File: src/rtl/output_xbar.sv
// output_xbar: routes beats from NUM_BANKS FV bank controllers to NUM_PE Edge
// PEs. Each PE has its own round-robin arbiter with packet lock and a small
// FIFO. Beats whose tag is out of range are accepted, dropped, and flagged one
// cycle later on tag_err.
//
// Ports
//   clk, reset                 single clock, synchronous active-high reset
//   bank_valid/sos/eos   [NB]  per-bank beat valid and stream flags
//   bank_pe_tag   [NB*TAG_W]   destination PE index per bank
//   bank_data    [NB*DATA_W]   FV_data per bank
//   bank_ready           [NB]  combinational accept (grant or bad-tag drop)
//   pe_valid/sos/eos     [NP]  head-of-FIFO beat per PE (zero when not valid)
//   pe_data      [NP*DATA_W]   head-of-FIFO data per PE
//   pe_ready             [NP]  PE consumes the head beat
//   tag_err                    registered pulse after an out-of-range tag drop
module output_xbar #(
  parameter int unsigned NUM_BANKS  = 4,
  parameter int unsigned NUM_PE     = 4,
  parameter int unsigned DATA_W     = 64,
  parameter int unsigned FIFO_DEPTH = 4,
  localparam int unsigned TAG_W     = (NUM_PE > 1) ? $clog2(NUM_PE) : 1
) (
  input  logic                          clk,
  input  logic                          reset,
  input  logic [NUM_BANKS-1:0]          bank_valid,
  input  logic [NUM_BANKS*TAG_W-1:0]    bank_pe_tag,
  input  logic [NUM_BANKS-1:0]          bank_sos,
  input  logic [NUM_BANKS-1:0]          bank_eos,
  input  logic [NUM_BANKS*DATA_W-1:0]   bank_data,
  output logic [NUM_BANKS-1:0]          bank_ready,
  output logic [NUM_PE-1:0]             pe_valid,
  output logic [NUM_PE-1:0]             pe_sos,
  output logic [NUM_PE-1:0]             pe_eos,
  output logic [NUM_PE*DATA_W-1:0]      pe_data,
  input  logic [NUM_PE-1:0]             pe_ready,
  output logic                          tag_err
);

  localparam int unsigned BW    = (NUM_BANKS > 1) ? $clog2(NUM_BANKS) : 1;
  localparam int unsigned AW    = $clog2(FIFO_DEPTH);
  localparam int unsigned CW    = AW + 1;
  localparam int unsigned ENT_W = DATA_W + 2;

  logic [NUM_BANKS-1:0] bad_tag;
  logic [NUM_BANKS-1:0] bank_gnt;
  logic [NUM_PE-1:0]    gnt;
  logic [BW-1:0]        gnt_bank  [NUM_PE];
  logic [ENT_W-1:0]     push_ent  [NUM_PE];
  logic [NUM_PE-1:0]    full;
  logic [NUM_PE-1:0]    pop;

  logic [BW-1:0]        rr_q        [NUM_PE];
  logic [BW-1:0]        rr_d        [NUM_PE];
  logic [NUM_PE-1:0]    lock_q, lock_d;
  logic [BW-1:0]        lock_bank_q [NUM_PE];
  logic [BW-1:0]        lock_bank_d [NUM_PE];
  logic [AW-1:0]        wr_q [NUM_PE];
  logic [AW-1:0]        wr_d [NUM_PE];
  logic [AW-1:0]        rd_q [NUM_PE];
  logic [AW-1:0]        rd_d [NUM_PE];
  logic [CW-1:0]        cnt_q [NUM_PE];
  logic [CW-1:0]        cnt_d [NUM_PE];
  logic [ENT_W-1:0]     mem_q [NUM_PE][FIFO_DEPTH];
  logic                 tag_err_q, tag_err_d;

  // Out-of-range tag detection
  always_comb begin
    bad_tag = '0;
    for (int unsigned b = 0; b < NUM_BANKS; b++) begin
      bad_tag[b] = 32'(bank_pe_tag[b*TAG_W +: TAG_W]) >= NUM_PE;
    end
  end

  // Per-PE arbitration. A bank carries a single tag, so it can match at most
  // one PE and the one-grant-per-bank rule follows without extra logic.
  always_comb begin
    logic        found;
    int unsigned b;
    int unsigned k;
    gnt      = '0;
    bank_gnt = '0;
    for (int unsigned p = 0; p < NUM_PE; p++) begin
      found       = 1'b0;
      gnt_bank[p] = '0;
      for (int unsigned i = 0; i < NUM_BANKS; i++) begin
        b = (32'(rr_q[p]) + i) % NUM_BANKS;
        if (!found && bank_valid[b] && !bad_tag[b] &&
            32'(bank_pe_tag[b*TAG_W +: TAG_W]) == p &&
            (!lock_q[p] || 32'(lock_bank_q[p]) == b)) begin
          found       = 1'b1;
          gnt_bank[p] = BW'(b);
        end
      end
      // Fullness is judged on start-of-cycle occupancy only.
      gnt[p] = found && !full[p] && !reset;
      k = 32'(gnt_bank[p]);
      push_ent[p] = {bank_sos[k], bank_eos[k], bank_data[k*DATA_W +: DATA_W]};
      if (gnt[p]) bank_gnt[k] = 1'b1;
    end
  end

  always_comb begin
    bank_ready = reset ? '0 : (bank_gnt | (bank_valid & bad_tag));
    tag_err_d  = !reset && |(bank_valid & bad_tag);
  end

  // Next-state: round-robin pointer, packet lock, FIFO pointers
  always_comb begin
    int unsigned k;
    for (int unsigned p = 0; p < NUM_PE; p++) begin
      rr_d[p]        = rr_q[p];
      lock_d[p]      = lock_q[p];
      lock_bank_d[p] = lock_bank_q[p];
      wr_d[p]        = wr_q[p];
      rd_d[p]        = rd_q[p];
      cnt_d[p]       = cnt_q[p];
      k = 32'(gnt_bank[p]);
      if (gnt[p]) begin
        wr_d[p] = wr_q[p] + AW'(1);
        if (lock_q[p]) begin
          if (bank_eos[k]) begin
            lock_d[p] = 1'b0;
            rr_d[p]   = (k == NUM_BANKS - 1) ? '0 : gnt_bank[p] + BW'(1);
          end
        end else begin
          rr_d[p] = (k == NUM_BANKS - 1) ? '0 : gnt_bank[p] + BW'(1);
          if (bank_sos[k] && !bank_eos[k]) begin
            lock_d[p]      = 1'b1;
            lock_bank_d[p] = gnt_bank[p];
          end
        end
      end
      if (pop[p]) rd_d[p] = rd_q[p] + AW'(1);
      case ({gnt[p], pop[p]})
        2'b10:   cnt_d[p] = cnt_q[p] + CW'(1);
        2'b01:   cnt_d[p] = cnt_q[p] - CW'(1);
        default: cnt_d[p] = cnt_q[p];
      endcase
    end
  end

  // Head-of-FIFO outputs, forced to zero when empty or in reset
  always_comb begin
    logic [ENT_W-1:0] ent;
    pe_valid = '0;
    pe_sos   = '0;
    pe_eos   = '0;
    pe_data  = '0;
    pop      = '0;
    full     = '0;
    for (int unsigned p = 0; p < NUM_PE; p++) begin
      full[p]     = cnt_q[p] == CW'(FIFO_DEPTH);
      pe_valid[p] = (cnt_q[p] != '0) && !reset;
      ent         = pe_valid[p] ? mem_q[p][rd_q[p]] : '0;
      pe_sos[p]   = ent[ENT_W-1];
      pe_eos[p]   = ent[ENT_W-2];
      pe_data[p*DATA_W +: DATA_W] = ent[DATA_W-1:0];
      pop[p]      = pe_valid[p] && pe_ready[p];
    end
  end

  assign tag_err = tag_err_q;

  always_ff @(posedge clk) begin
    if (reset) begin
      lock_q    <= '0;
      tag_err_q <= 1'b0;
      for (int unsigned p = 0; p < NUM_PE; p++) begin
        rr_q[p]        <= '0;
        lock_bank_q[p] <= '0;
        wr_q[p]        <= '0;
        rd_q[p]        <= '0;
        cnt_q[p]       <= '0;
      end
    end else begin
      lock_q    <= lock_d;
      tag_err_q <= tag_err_d;
      for (int unsigned p = 0; p < NUM_PE; p++) begin
        rr_q[p]        <= rr_d[p];
        lock_bank_q[p] <= lock_bank_d[p];
        wr_q[p]        <= wr_d[p];
        rd_q[p]        <= rd_d[p];
        cnt_q[p]       <= cnt_d[p];
      end
    end
  end

  // FIFO storage needs no reset; validity is tracked by cnt_q.
  always_ff @(posedge clk) begin
    for (int unsigned p = 0; p < NUM_PE; p++) begin
      if (gnt[p]) mem_q[p][wr_q[p]] <= push_ent[p];
    end
  end

endmodule

File: config.mk
export PLATFORM = sky130hd
export DESIGN_NAME = output_xbar
export DESIGN_NICKNAME = d
export VERILOG_FILES = /design/src/rtl/output_xbar.sv
export SDC_FILE = /design/constraint.sdc
export NUM_CORES = 1
export LEC_CHECK = 0
export CAP_MARGIN = 10
export CORE_ASPECT_RATIO = 1.25
export CORE_UTILIZATION = 50
export DETAILED_ROUTE_END_ITERATION = 7
export PLACE_DENSITY_LB_ADDON = 0.12
export SYNTH_ARGS = -nofsm -noshare
export SYNTH_HDL_FRONTEND = slang
export SYNTH_SLANG_ARGS = --single-unit
File: constraint.sdc
create_clock -name clk -period 8.7 [get_ports clk]
set_clock_uncertainty 0.05 [all_clocks]
set_input_delay 1.305 -clock clk [delete_from_list [all_inputs] [get_ports clk]]
set_output_delay 1.305 -clock clk [all_outputs]
set_load 0.01 [all_outputs]
==> summary.txt <==
Observations from the implementation run.

Die:
- Per the OpenROAD floorplan log, the area of the die is ~110000 µm².
- For this configuration, the core starts out at a cell density of 0.506.
- The run gives the width of the chip as approximately 290 µm.
- The run puts the die boundary height at ~360 µm.
- The run gives the number of top-level pins as roughly 560.

Power and ir drop:
- Of the total power, the clock network draws 0.178.
- The share of total power dissipated in combinational logic is 0.461.
- The run puts the leakage power summed over all cells at 21.3 nW.
- The design draws approximately 26 mW.
- The run puts the power density over cell area at roughly 410 nW/µm².
- The biggest slice of the total power is consumed by combinational logic.
- The run gives the net switching power as around 11 mW.
- The combinational power reported by the tool is around 12 mW.
- The run puts the power of the clock network at around 4.6 mW.
- The run gives the maximum ir drop on the vdd rail as approximately 0.31 mV.
- The run gives the sequential power as between 9 and 10 mW.
- Of the total power, the share spent switching nets is 0.408.
- The run gives the share of total power in sequential cells as 0.361.
- The run puts the internal power at ~15 mW.

Synthesis:
- The share of the Yosys chip area taken by registers is 0.622.
- The run puts the average size of a mapped cell at 14.6 µm².
- The run puts the area of the mapped netlist at around 53000 µm².
- The run gives the synthesized chip area reported by yosys as around 53000 µm².
- Per the synth log, the flip-flop and latch total comes to 1104.
- The synthesis report gives the async set-or-reset register share as 0.
- The run puts the net count entering floorplan at between 3000 and 4000.
- The run gives the yosys cell count as roughly 3600.
- The run puts the gate count of the mapped netlist at around 3600.
- The run gives the number of enable-type register cells in the synthesized netlist as between 1000 and 1500.
- The run gives the yosys warning tally as 0.
- The run puts the portion of synthesized cell area occupied by the leading cell type at 0.604.
- Among all flip-flop cells after synthesis, the most frequent one is edfxtp_1.
- The run puts the post-synthesis cell type count at 86.
- The run gives the cell type contributing the most total cell area after synthesis as edfxtp_1.
- After synthesis, the cell types taking the most area are edfxtp_1 (60%), mux4_2 (11%), mux2i_1 (4.4%).

Clocking:
- The run puts the clock-pin slew on the worst setup and hold paths at roughly 60 ps.
- For this design, the sink count on the clock tree is approximately 1100.
- The H-tree generated during clock tree synthesis spans 3 levels.
- The run gives the maximum clock insertion buffer count as 3.
- The run puts the hold-fix buffer count after cts at 0.
- The run gives the clock root buffer master as clkbuf_16.
- Counting the buffers created by CTS gives between 100 and 150.
- The run gives the total setup buffers inserted after CTS as 0.
- As reported, the later end of the worst-skew pair has a clock insertion delay of roughly 700 ps.
- The run puts the post-cts resize count at 0.
- The run gives the clock tree from TritonCTS as done.

Layout:
- The run gives the count of non-filler cells in the finished layout as 5502.
- In the layout the commonest cells are edfxtp_1 (1056), clkdlybuf4s50_1 (552), nand2_1 (303).
- Among logic cells in the layout, the one with the most instances is edfxtp_1.
- The run puts the total number of nets in the final design at 4367.
- The run gives the share of post-route cells with drive strength above 1 as 0.132.
- The flow measured a signed area growth from synthesis to layout of 19.5%.

Global route:
- The number of global-route vias before repair was 33538.
- The run gives the global-route wire length before repair as roughly 250000 µm.
- The global route stage reports its total congestion overflow as 0.
- Entering global routing, the biggest net connects 127 pins.
- The initial antenna violation count came to 65.
- The run gives the global-route total usage across every layer as 0.336.

Placement:
- The run gives the final HPWL from detailed placement as between 100000 and 150000 µm.
- Counting tap cells, the placed design contains a total of about 5300 instances.
- The run puts the number of input and output port buffers inserted at around 550.
- The run gives the weighted congestion at the end of routability-driven global placement as between 0.9 and 1.
- The run gives the setup slack after placement as 1570 ps.

Setup path:
- The run gives the source of the worst register-to-register timing path as lock_bank_q[2][0].
- The run gives the endpoint of the most critical register-to-register path as lock_bank_q[2][0].
- The run puts the data arrival time of the worst path at slightly below 6000 ps.
- The capture point of the critical path was reported as bank_ready[1].
- STA classifies the critical path endpoint as an output port.
- The critical path is of the primary input to output port type.
- The run puts the worst endpoint required time at between 7000 and 8000 ps.
- The run gives the worst setup path startpoint as bank_pe_tag[6].
- The run gives the worst reg-to-reg setup slack as about 3300 ps.
- The run gives the type of element launching the critical path as a primary input.
- The run gives the path depth of the worst reg2reg path as 10.
- Max fanout on the critical path was recorded as 39.

Hold path:
- In the hold timing report, the worst path depth is 2.
- STA reports the tightest min-delay check as being of type flop to flop.

Detailed routing:
- The run puts the remaining antenna violation count after routing at 0.
- Summing over every cut layer, the via total after detailed routing is 34978.
- The run puts the routed via count divided by cell count at about 6.4.
- Per the detail_route report, routed wire per instance is approximately 33 µm.
- The run puts the wire length reported by the detailed router at between 150000 and 200000 µm.
- The pre-antenna-repair detailed-routing pass consisted of 6 iterations.
- The run puts the DRC marker count from the first detailed-route iteration at around 3400.
- The run puts the count of unresolved DRC violations after routing at 0.

Job:
- The run gives the number of warnings the tools reported as 51.
- The run puts the number of max-cap violations at 0.

Outcome:
- The flow ran to the end, and the final reports show no timing, DRC or antenna violations.

STA:
- The run gives the total of endpoints with negative setup slack in the final report as 0.
- The run gives the timing-limited maximum frequency as 139 MHz.
- Setup repair after global routing left no endpoint under its margin.
- Of the available clock period, the critical path in the final layout requires 0.829.
- Max-slew check failures listed in the final report amount to 0.
- The run gives the setup TNS as 0 ps.
- The run gives the final count of hold timing violations as 0.
- The run gives the minimum clock period as roughly 7200 ps.
- The run gives the final critical-path setup slack as around 1500 ps.
- The run gives the max-slew headroom at the worst pin as 0.207.
- The run puts the slew at the pin closest to its max-slew limit at 1190 ps.
-- per-layer routing --
layer  vias to the layer above  wire, µm  share of wire  global-route usage
li1                      14966         -              -                   -
met1                     17796     62500           0.35               0.391
met2                      1725     88300           0.49               0.561
met3                       397     16200          0.090              0.0848
met4                        94     12600          0.070               0.206
met5                         -       604         0.0034                   0
-- critical path, cell delays in order --
cell and delay [ps]:
clkdlybuf4s50_1 700, and4b_1 260, o21a_1 190, o22ai_1 740, a21o_2 250, and2_4 570
inv_4 420, ha_1 340, a222oi_1 340, o31ai_1 140, clkdlybuf4s50_1 520
-- Yosys cell counts (5+ instances only) --
| cell type | n |
|---|---|
| nor4_1 | 6 |
| o21ai_0 | 19 |
| a211oi_1 | 208 |
| and3_1 | 130 |
| and2_1 | 289 |
| xor2_1 | 20 |
| a21o_1 | 6 |
| buf_1 | 36 |
| dfxtp_1 | 48 |
| ha_1 | 33 |
| nor2b_1 | 137 |
| nor2_1 | 44 |
| or3_1 | 6 |
| o21a_1 | 9 |
| edfxtp_1 | 1056 |
| inv_1 | 44 |
| mux2_2 | 5 |
| a311oi_1 | 6 |
| nand3_1 | 12 |
| nor3_1 | 23 |
| o31ai_1 | 10 |
| a21oi_1 | 222 |
| clkbuf_1 | 200 |
| nor4bb_1 | 5 |
| nand2_1 | 303 |
| mux2i_1 | 230 |
| buf_4 | 9 |
| mux4_2 | 264 |
| a31oi_1 | 68 |
| nand4b_1 | 8 |
| xnor2_1 | 6 |
| a221oi_1 | 6 |
| buf_2 | 36 |
-- worst min-delay path by stage --
stage,start,to,slack (ps)
2_1_floorplan,lock_bank_q[1][1],lock_bank_q[1][1],420
3_3_place_gp,cnt_q[3][2],cnt_q[3][2],440
3_5_place_dp,cnt_q[1][1],cnt_q[1][1],460
4_1_cts,lock_bank_q[0][1],lock_bank_q[0][1],470
5_1_grt,lock_bank_q[1][1],lock_bank_q[1][1],490
6_report,lock_bank_q[0][1],lock_bank_q[0][1],470
-- sequential cells by signal, indices dropped and copies added (netlist names) --
signal and cells:
wr_q 8, rr_q 8, mem_q 1056, lock_bank_q 8
lock_q 4, rd_q 8, cnt_q 12
-- through the flow --
step	hold WS [ps]	area, µm²
2_1_floorplan	421	52500
3_3_place_gp	443	59200
3_5_place_dp	456	59200
4_1_cts	467	62700
5_1_grt	494	62800
6_report	465	62800
-- cell families after synthesis --
| group | after synthesis | share of synthesized area |
|---|---|---|
| adder cells (fa/ha/maj) | 37 | 0.00938 |
| flip-flops | 1104 | 0.622 |
| multiplexers | 499 | 0.158 |
| AND-OR/OR-AND | 615 | 0.0772 |
| other | 1 | 0.0000714 |
| buffers and inverters | 332 | 0.0252 |
| AND/OR/NAND/NOR | 996 | 0.104 |
| XOR/XNOR | 26 | 0.00433 |
-- layout make-up --
type	instances	area, µm²
clock buffers	139	2890
clock inverters	58	596
fillers	7929	41100
repair buffers	611	5990
inverters	51	200
flip-flops and latches	1104	32700
diodes	25	62.6
multi-input cells	2174	18700
well taps	1340	1680
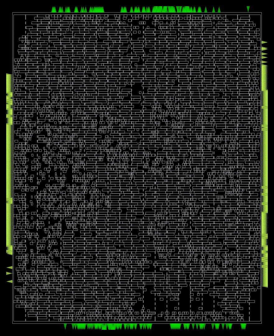
Figure 1: cell placement.
share of the core filled with cells: 0.605
Core ar.: 104000 µm²
number of standard-cell rows in the floorplan: 132

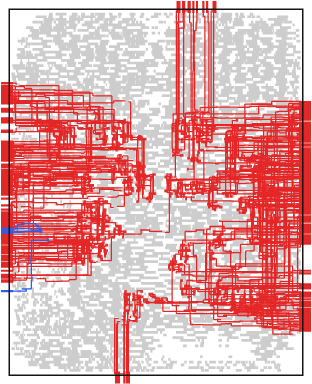
Figure 2: I/O nets highlighted.
Scale: 1 px per µm.
color	port	direction	end cells	buffers	wire
red	`bank_data`	input	832	256	35.1 mm
blue	`bank_ready`	output	4	4	209 µm

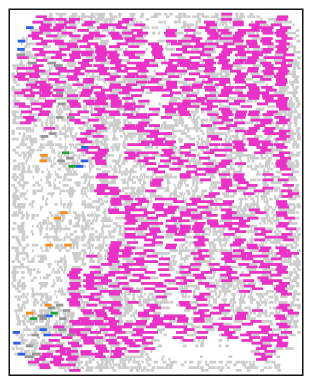
Figure 3: register map, names as in the netlist.
Scale: 1 px per µm. Other sequential cells in the stronger gray, the rest of the logic in the fainter gray.
color	signal	sequential cells
blue	`cnt_q`	12
magenta	`mem_q`	1056
orange	`rr_q`	8
green	`lock_q`	4

Power figures rest on the tool's default switching activity, not on a simulated workload.
